File: src/rtl/serdes_pkg.sv
// Shared definitions for the 12-bit serializer / deserializer pair.
// Both ends take their word size from WORD_W so they cannot drift apart.
//   WORD_W  : bits per serial word
//   CNT_W   : bit-counter width, wide enough to hold 0..WORD_W
//   state_t : receive FSM states
package serdes_pkg;

    localparam int unsigned WORD_W = 12;
    localparam int unsigned CNT_W  = $clog2(WORD_W + 1);

    typedef enum logic {
        ST_IDLE  = 1'b0,
        ST_SHIFT = 1'b1
    } state_t;

endpackage

File: src/rtl/deser_bit_counter.sv
// Bit-position counter for the deserializer.
// Ports:
//   CLK, rst  : clock, asynchronous active-high reset
//   start     : load position of the bit after bit 0 (a framed first bit was taken)
//   advance   : a non-first bit was taken; step or wrap to 0 after the last bit
//   cnt       : index the next incoming bit will be written to
//   last_bit  : cnt addresses the final bit of the word
module deser_bit_counter #(
    parameter int unsigned WIDTH = 12,
    parameter int unsigned CNT_W = 4
) (
    input  logic             CLK,
    input  logic             rst,
    input  logic             start,
    input  logic             advance,
    output logic [CNT_W-1:0] cnt,
    output logic             last_bit
);

    localparam logic [CNT_W-1:0] LAST  = CNT_W'(WIDTH - 1);
    // A one-bit word completes on its framing bit, so the counter stays at 0.
    localparam logic [CNT_W-1:0] FIRST = (WIDTH == 1) ? '0 : CNT_W'(1);

    always_ff @(posedge CLK or posedge rst) begin
        if (rst) begin
            cnt <= '0;
        end else if (start) begin
            cnt <= FIRST;
        end else if (advance) begin
            cnt <= last_bit ? '0 : cnt + CNT_W'(1);
        end
    end

    assign last_bit = (cnt == LAST);

endmodule

File: src/rtl/deserializer_rx.sv
// Receive side of the serial link: rebuilds LSB-first words from a strobed
// bit stream and presents them through a single-entry valid/ready register.
// Ports:
//   CLK, rst     : clock, asynchronous active-high reset
//   serial_in    : data bit, qualified by bit_valid
//   bit_valid    : serial_in carries a bit this cycle
//   frame_start  : with bit_valid, serial_in is bit 0 of a new word
//   data_out     : last accepted word (bit 0 = first bit received)
//   data_valid   : data_out holds an unconsumed word
//   data_ready   : downstream takes data_out when data_valid && data_ready
//   overrun      : sticky, a completed word was dropped (register full)
//   frame_err    : one-cycle pulse, frame_start hit a partially received word
//   clr_overrun  : clears overrun (a simultaneous new overrun wins)
module deserializer_rx
    import serdes_pkg::*;
#(
    parameter int unsigned WIDTH = WORD_W,
    parameter int unsigned CNT_W = serdes_pkg::CNT_W
) (
    input  logic             CLK,
    input  logic             rst,
    input  logic             serial_in,
    input  logic             bit_valid,
    input  logic             frame_start,
    output logic [WIDTH-1:0] data_out,
    output logic             data_valid,
    input  logic             data_ready,
    output logic             overrun,
    output logic             frame_err,
    input  logic             clr_overrun
);

    localparam bit ONE_BIT = (WIDTH == 1);

    state_t             state;
    logic [WIDTH-1:0]   shift_reg;
    logic [WIDTH-1:0]   word;
    logic [CNT_W-1:0]   cnt;
    logic               last_bit;
    logic               start;
    logic               advance;
    logic               complete;
    logic               consume;

    // A framed bit restarts the word in either state; in SHIFT it also
    // aborts the partial word.
    assign start    = bit_valid && frame_start;
    assign advance  = bit_valid && !frame_start && (state == ST_SHIFT);
    assign complete = (start && ONE_BIT) || (advance && last_bit);
    assign consume  = data_valid && data_ready;

    // The final bit is taken straight from serial_in so the word can be
    // loaded on the same edge it is sampled.
    always_comb begin
        word            = shift_reg;
        word[WIDTH-1]   = serial_in;
    end

    deser_bit_counter #(
        .WIDTH (WIDTH),
        .CNT_W (CNT_W)
    ) u_cnt (
        .CLK      (CLK),
        .rst      (rst),
        .start    (start),
        .advance  (advance),
        .cnt      (cnt),
        .last_bit (last_bit)
    );

    always_ff @(posedge CLK or posedge rst) begin
        if (rst) begin
            state      <= ST_IDLE;
            shift_reg  <= '0;
            data_out   <= '0;
            data_valid <= 1'b0;
            overrun    <= 1'b0;
            frame_err  <= 1'b0;
        end else begin
            frame_err <= start && (state == ST_SHIFT);

            // Shift register and state
            if (start) begin
                shift_reg    <= '0;
                shift_reg[0] <= serial_in;
                state        <= ONE_BIT ? ST_IDLE : ST_SHIFT;
            end else if (advance) begin
                shift_reg[cnt] <= serial_in;
                if (last_bit) begin
                    state <= ST_IDLE;
                end
            end

            // Output register: a word completing while the old one is being
            // consumed replaces it with no bubble.
            if (clr_overrun) begin
                overrun <= 1'b0;
            end
            if (complete) begin
                if (!data_valid || data_ready) begin
                    data_out   <= word;
                    data_valid <= 1'b1;
                end else begin
                    overrun <= 1'b1;
                end
            end else if (consume) begin
                data_valid <= 1'b0;
            end
        end
    end

endmodule

File: config.mk
export PLATFORM = sky130hd
export DESIGN_NAME = deserializer_rx
export DESIGN_NICKNAME = d
export VERILOG_FILES = /design/src/rtl/serdes_pkg.sv /design/src/rtl/deser_bit_counter.sv /design/src/rtl/deserializer_rx.sv
export SDC_FILE = /design/constraint.sdc
export NUM_CORES = 1
export LEC_CHECK = 0
export CORE_UTILIZATION = 36
export CTS_BUF_LIST = sky130_fd_sc_hd__clkbuf_8
export CTS_CLUSTER_SIZE = 16
export DETAILED_ROUTE_END_ITERATION = 16
export HOLD_SLACK_MARGIN = 0.03
export PLACE_DENSITY = 0.55
export REMOVE_ABC_BUFFERS = 1
export SLEW_MARGIN = 20
export SYNTH_ARGS = -nofsm -noshare
export SYNTH_HDL_FRONTEND = slang
export SYNTH_HIERARCHICAL = 1
export SYNTH_SLANG_ARGS = --single-unit
File: constraint.sdc
create_clock -name CLK -period 5.4 [get_ports CLK]
set_input_delay 1.08 -clock CLK [delete_from_list [all_inputs] [get_ports CLK]]
set_output_delay 1.08 -clock CLK [all_outputs]
set_load 0.05 [all_outputs]
Figure 1. Sequential cells grouped by signal name (run 1).
Scale bar: 20 um.
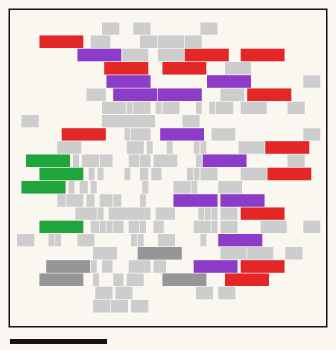
- purple: `shift_reg` (flops 11)
- red: `data_out` (flops 12; where spread over the die)
- green: `u_cnt/cnt` (flops 4; where left middle)

Figure 2. Gate-type map (run 1).
Scale bar: 20 um.
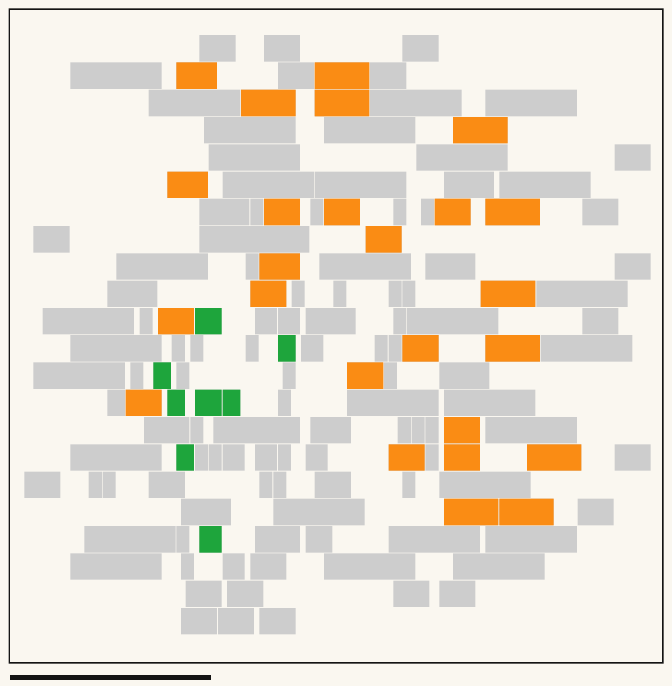
- orange: mux cells (cells 25; most used mux2i_1)
- green: aoi and oai cells (cells 8; most used a21oi_1)
Finished Layout Cells: 192
combinational share of cell area: 34.10%

Figure 3. Placement by cell class (run 1).
Scale bar: 20 um.
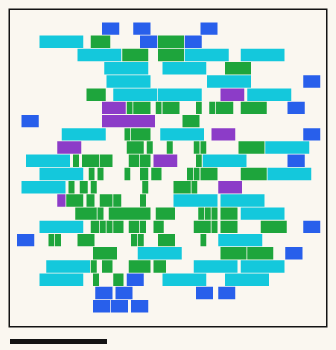
- blue: remaining buffers and delay cells (cells 21; share of their area 12%)
- green: combinational and other logic (cells 84; share of their area 36%)
- purple: clock drivers and dummy loads (cells 8; share of their area 6.8%)
- cyan: sequential cells (cells 31; share of their area 45%)
final core occ: 47.93%
total core area: 3744 um^2
Final Instance Area: 1794 um^2
flop share of the area: 43.24%
row count: 22

==> results.ini, run 1 <==
[synth]
aoi_share_pct = 3.237
synthCells = 117
yosysChipArea_um2 = 1430
synth-edff-count = 0
synthTopCellsByArea = dfrtp_1 (54%), mux2_4 (10%), mux2i_1 (8.4%)
ys_async_sr_fraction_pct = 100.0
top_logic_kind = multiplexers
ys_ff = 31
netlist.area_leader.share_pct = 54.24
syn_area_um2 = 1430
syn_avg_cell_area_um2 = 12.22
ys_seq_share_pct = 54.24

[clock_tree]
cts.sinks = 31
clock_path_buffers = 2
clock_latency_ns = 0.27
cts-root-buf = clkbuf_8
cts_setup_buffers = 0
cts_max_level = 2
cts_buffers = 5

[grt]
grt_max_degree = 28
use_met2_pct = 21.09
grt_util_met3_pct = 5.810
grt_pass1_vias = 942
top_usage_layer = met2

[detailed_routing]
firstDrtPassIters = 4
finalWirelength_um = 2557
vias = 904
avgRoutedWirePerCell_um = 13.32
wl_met2_um = 1122

[final_timing]
rsz0062_at_grt = false
clock_skew_ns = 0.003109
tightest_slew_ns = 0.5630
timing.hold.ws_ns = 0.5090
min_period_over_period_pct = 47.22
final_max_slew_viol_count = 0

[layout]
largest_register_ffs = 12
nClkBuffers = 6
clk_share_pct = 6.555
buffer_area_share_pct = 11.72

[worst_setup_path]
reg2reg_depth = 6
r2r-end = data_out[7]$_DFFE_PP0P_
regToRegSetupSlack_ns = 3.24
cp.required_ns = 5.56
timing.rr.start = u_cnt/cnt[0]$_DFFE_PP0P_
crit_path_start = bit_valid
path_max_fanout = 12
crit_path_end_kind = flip-flop

[pwr]
top_power_group = registers
p_per_area_nw_per_um2 = 308.7
seq_power_mw = 0.261
p_leak_nw = 0.8804
p_int_mw = 0.4222

[run]
warnings = 25

[place]
postPlaceCellArea_um2 = 1677
dp_cells = 184
dpl.hpwl_um = 1766

[floorplan]
die_area_um2 = 4229
io_pins = 22

[outcome]
status = completed

Figure 4. Sizing map (run 1).
Scale bar: 20 um.
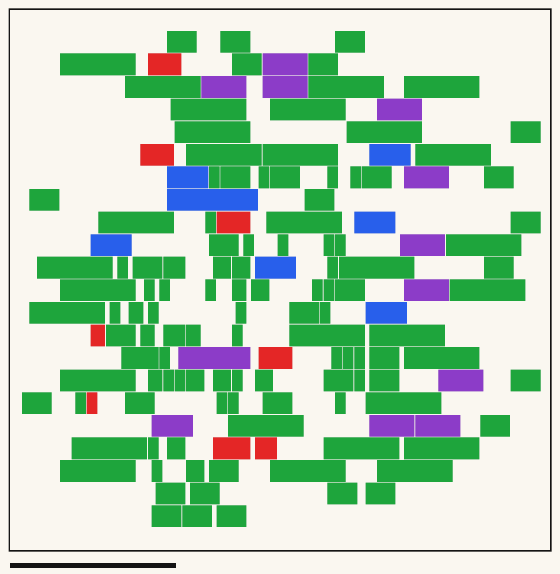

==> run 2: changes to the inputs <==
PLACE_DENSITY = 0.57   (was 0.55)
clock period = 2.12 ns   (was 5.4 ns; I/O delays follow)
Figure 5. Sizing map (run 2).
Scale bar: 20 um.
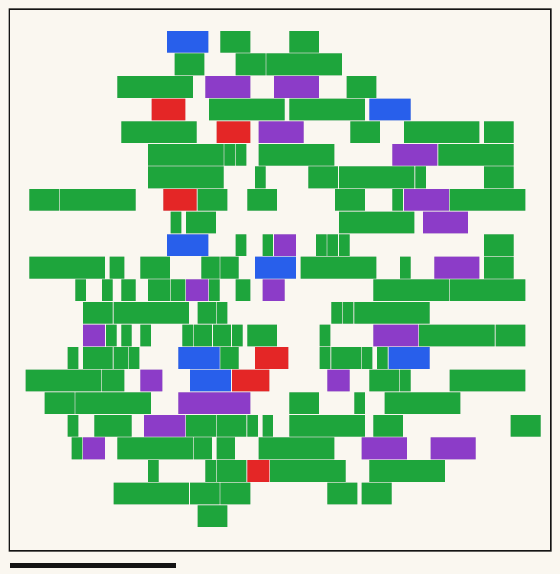
- purple: _3 and _4 cells (cells 19; most used mux2_4)
- blue: _6 and larger (cells 7; most used clkbuf_8)
- red: _2 cells (cells 6; most used mux2_2)
- green: _0 and _1 cells (cells 119; most used dfrtp_1)

==> run 2 against run 1 <==
Net effect: clock power is 120% higher; clock-buffer cell count is 1 higher; critical path depth is 3 lower; clock skew hardly changed; core utilization is 0.94 points higher; via count is 7.4% higher; critical endpoint is now overrun; largest cell class unchanged.
==> results.ini, run 2 <==
[detailed_routing]
wl_met2_um = 1257  ; was 1122 um
avgRoutedWirePerCell_um = 13.35  ; was 13.32 um
vias = 971  ; was 904
via_per_inst = 4.879  ; was 4.708
firstDrtPassIters = 4  ; unchanged
finalWirelength_um = 2657  ; was 2557 um

[pwr]
p_per_area_nw_per_um2 = 731.0  ; was 308.7 nW/um^2
top_power_group = registers  ; unchanged
p_int_mw = 1.001  ; was 0.4222 mW
p_leak_nw = 0.9110  ; was 0.8804 nW
switching_share_pct = 25.17  ; was 23.77%
seq_power_mw = 0.651  ; was 0.261 mW

[worst_setup_path]
crit_path_start = overrun$_DFF_PP0_  ; was bit_valid
cp.depth = 1  ; was 4
cp.required_ns = 1.70  ; was 5.56 ns
crit_family = buffers and inverters  ; was simple AND/OR/NAND/NOR gates
crit_path_end_kind = output pin  ; was flip-flop
r2r-end = data_out[10]$_DFFE_PP0P_  ; was data_out[7]$_DFFE_PP0P_
regToRegSetupSlack_ns = 0.30  ; was 3.24 ns
timing.rr.start = u_cnt/cnt[0]$_DFFE_PP0P_  ; unchanged
reg2reg_depth = 7  ; was 6
path_max_fanout = 2  ; was 12

[final_timing]
timing.hold.ws_ns = 0.3512  ; was 0.5090 ns
rsz0062_at_grt = false  ; unchanged
final_max_slew_viol_count = 0  ; unchanged
maxSlewHeadroom_pct = 66.18  ; was 62.41%
clock_skew_ns = 0.002970  ; was 0.003109 ns
min_period_over_period_pct = 88.00

[synth]
synth-edff-count = 0  ; unchanged
yosysChipArea_um2 = 1430  ; unchanged
ys_seq_share_pct = 54.24  ; unchanged
aoi_share_pct = 3.237  ; unchanged
netlist.area_leader.share_pct = 54.24  ; unchanged
syn_avg_cell_area_um2 = 12.22  ; unchanged
ys_warn_count = 6  ; unchanged
top_logic_kind = multiplexers  ; unchanged
ys_async_sr_fraction_pct = 100.0  ; unchanged
synthTopCellsByArea = dfrtp_1 (54%), mux2_4 (10%), mux2i_1 (8.4%)  ; unchanged
synthCells = 117  ; unchanged

[layout]
final-instance-count-excl-fill = 199  ; was 192
comb_area_share_pct = 33.45  ; was 34.10%
buffer_area_share_pct = 14.36  ; was 11.72%
seq-cell-share_pct = 42.41  ; was 43.24%
antenna_cells = 0  ; unchanged
finalCoreUtilization_pct = 48.86  ; was 47.93%
clk_share_pct = 5.472  ; was 6.555%
fin_area_um2 = 1829  ; was 1794 um^2
ff_count = 31  ; unchanged
nFillCells = 366  ; was 360

[place]
dp_cells = 191  ; was 184
io_buffers = 21  ; unchanged
postPlaceCellArea_um2 = 1729  ; was 1677 um^2
dpl.hpwl_um = 1909  ; was 1766 um

[clock_tree]
cts_buffers = 5  ; unchanged
cts.sinks = 31  ; unchanged
clock_latency_ns = 0.28  ; was 0.27 ns
cts_setup_buffers = 0  ; unchanged
clkTransAtPathRegs_ns = 0.06  ; about the same
clock_path_buffers = 2  ; unchanged
hold_buffers = 0  ; unchanged
cts-root-buf = clkbuf_8  ; unchanged

[run]
warnings = 25  ; unchanged

[outcome]
status = completed  ; unchanged

[grt]
grt_util_met3_pct = 4.225  ; was 5.810%
grt_max_degree = 28  ; unchanged
grt_pass1_vias = 951  ; was 942
use_met2_pct = 22.53  ; was 21.09%
use_met1_pct = 18.35  ; was 17.58%
top_usage_layer = met2  ; unchanged

[floorplan]
die_area_um2 = 4229  ; unchanged
core-area_um2 = 3744  ; unchanged
row_count = 22  ; unchanged

==> run 3: changes to the inputs <==
ABC_AREA = 0   (was default)
Figure 6. Routing congestion map (run 3).
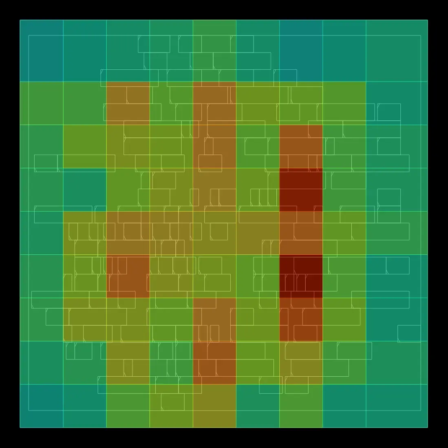
final core occ: 48.86%
total track usage: 14.54%
met3 usage in global routing: 4.225%
met1 Use GR: 18.35%

==> run 3 against run 2 <==
Net effect: sequential power hardly changed; via count unchanged; clock-buffer cell count stayed put; cell area unchanged; final cell count unchanged; clock power hardly changed; first-iteration DRC count unchanged; power stayed put; critical endpoint unchanged.
==> results.ini, run 3 <==
[outcome]
status = completed  ; unchanged

[worst_setup_path]
timing.rr.start = u_cnt/cnt[0]$_DFFE_PP0P_  ; unchanged
regToRegSetupSlack_ns = 0.30  ; about the same
crit_path_start = overrun$_DFF_PP0_  ; unchanged
path_max_fanout = 2  ; unchanged
crit_path_end_kind = output pin  ; unchanged
cp.required_ns = 1.70  ; about the same

[pwr]
switching_share_pct = 25.17  ; unchanged
p_int_mw = 1.001  ; unchanged
p_per_area_nw_per_um2 = 731.0  ; unchanged

[layout]
seq-cell-share_pct = 42.41  ; unchanged
buffer_area_share_pct = 14.36  ; unchanged
antenna_cells = 0  ; unchanged
ff_count = 31  ; unchanged
nClkBuffers = 7  ; unchanged
comb_area_share_pct = 33.45  ; unchanged

[clock_tree]
hold_buffers = 0  ; unchanged
clkTransAtPathRegs_ns = 0.06  ; about the same
cts-root-buf = clkbuf_8  ; unchanged
cts.sinks = 31  ; unchanged
cts_max_level = 2  ; unchanged

[synth]
synthTopCellsByArea = dfrtp_1 (54%), mux2_4 (10%), mux2i_1 (8.4%)  ; unchanged
top_logic_kind = multiplexers  ; unchanged
yosysChipArea_um2 = 1430  ; unchanged
syn_avg_cell_area_um2 = 12.22  ; unchanged
ys_seq_share_pct = 54.24  ; unchanged
syn_area_um2 = 1430  ; unchanged
ys_ff = 31  ; unchanged
ys_warn_count = 6  ; unchanged
synth-edff-count = 0  ; unchanged
ys_async_sr_fraction_pct = 100.0  ; unchanged

[grt]
top_usage_layer = met2  ; unchanged

[final_timing]
timing.hold.ws_ns = 0.3512  ; unchanged
tightest_slew_ns = 0.5058  ; unchanged

[place]
dpl.hpwl_um = 1909  ; unchanged
postPlaceCellArea_um2 = 1729  ; unchanged
dp_cells = 191  ; unchanged

[detailed_routing]
finalWirelength_um = 2657  ; unchanged
via_per_inst = 4.879  ; unchanged
firstDrtPassIters = 4  ; unchanged
vias = 971  ; unchanged
avgRoutedWirePerCell_um = 13.35  ; unchanged

[floorplan]
row_count = 22  ; unchanged
io_pins = 22  ; unchanged
core-area_um2 = 3744  ; unchanged
die_area_um2 = 4229  ; unchanged

No activity file was given, so power comes from the tool's default toggle rates.
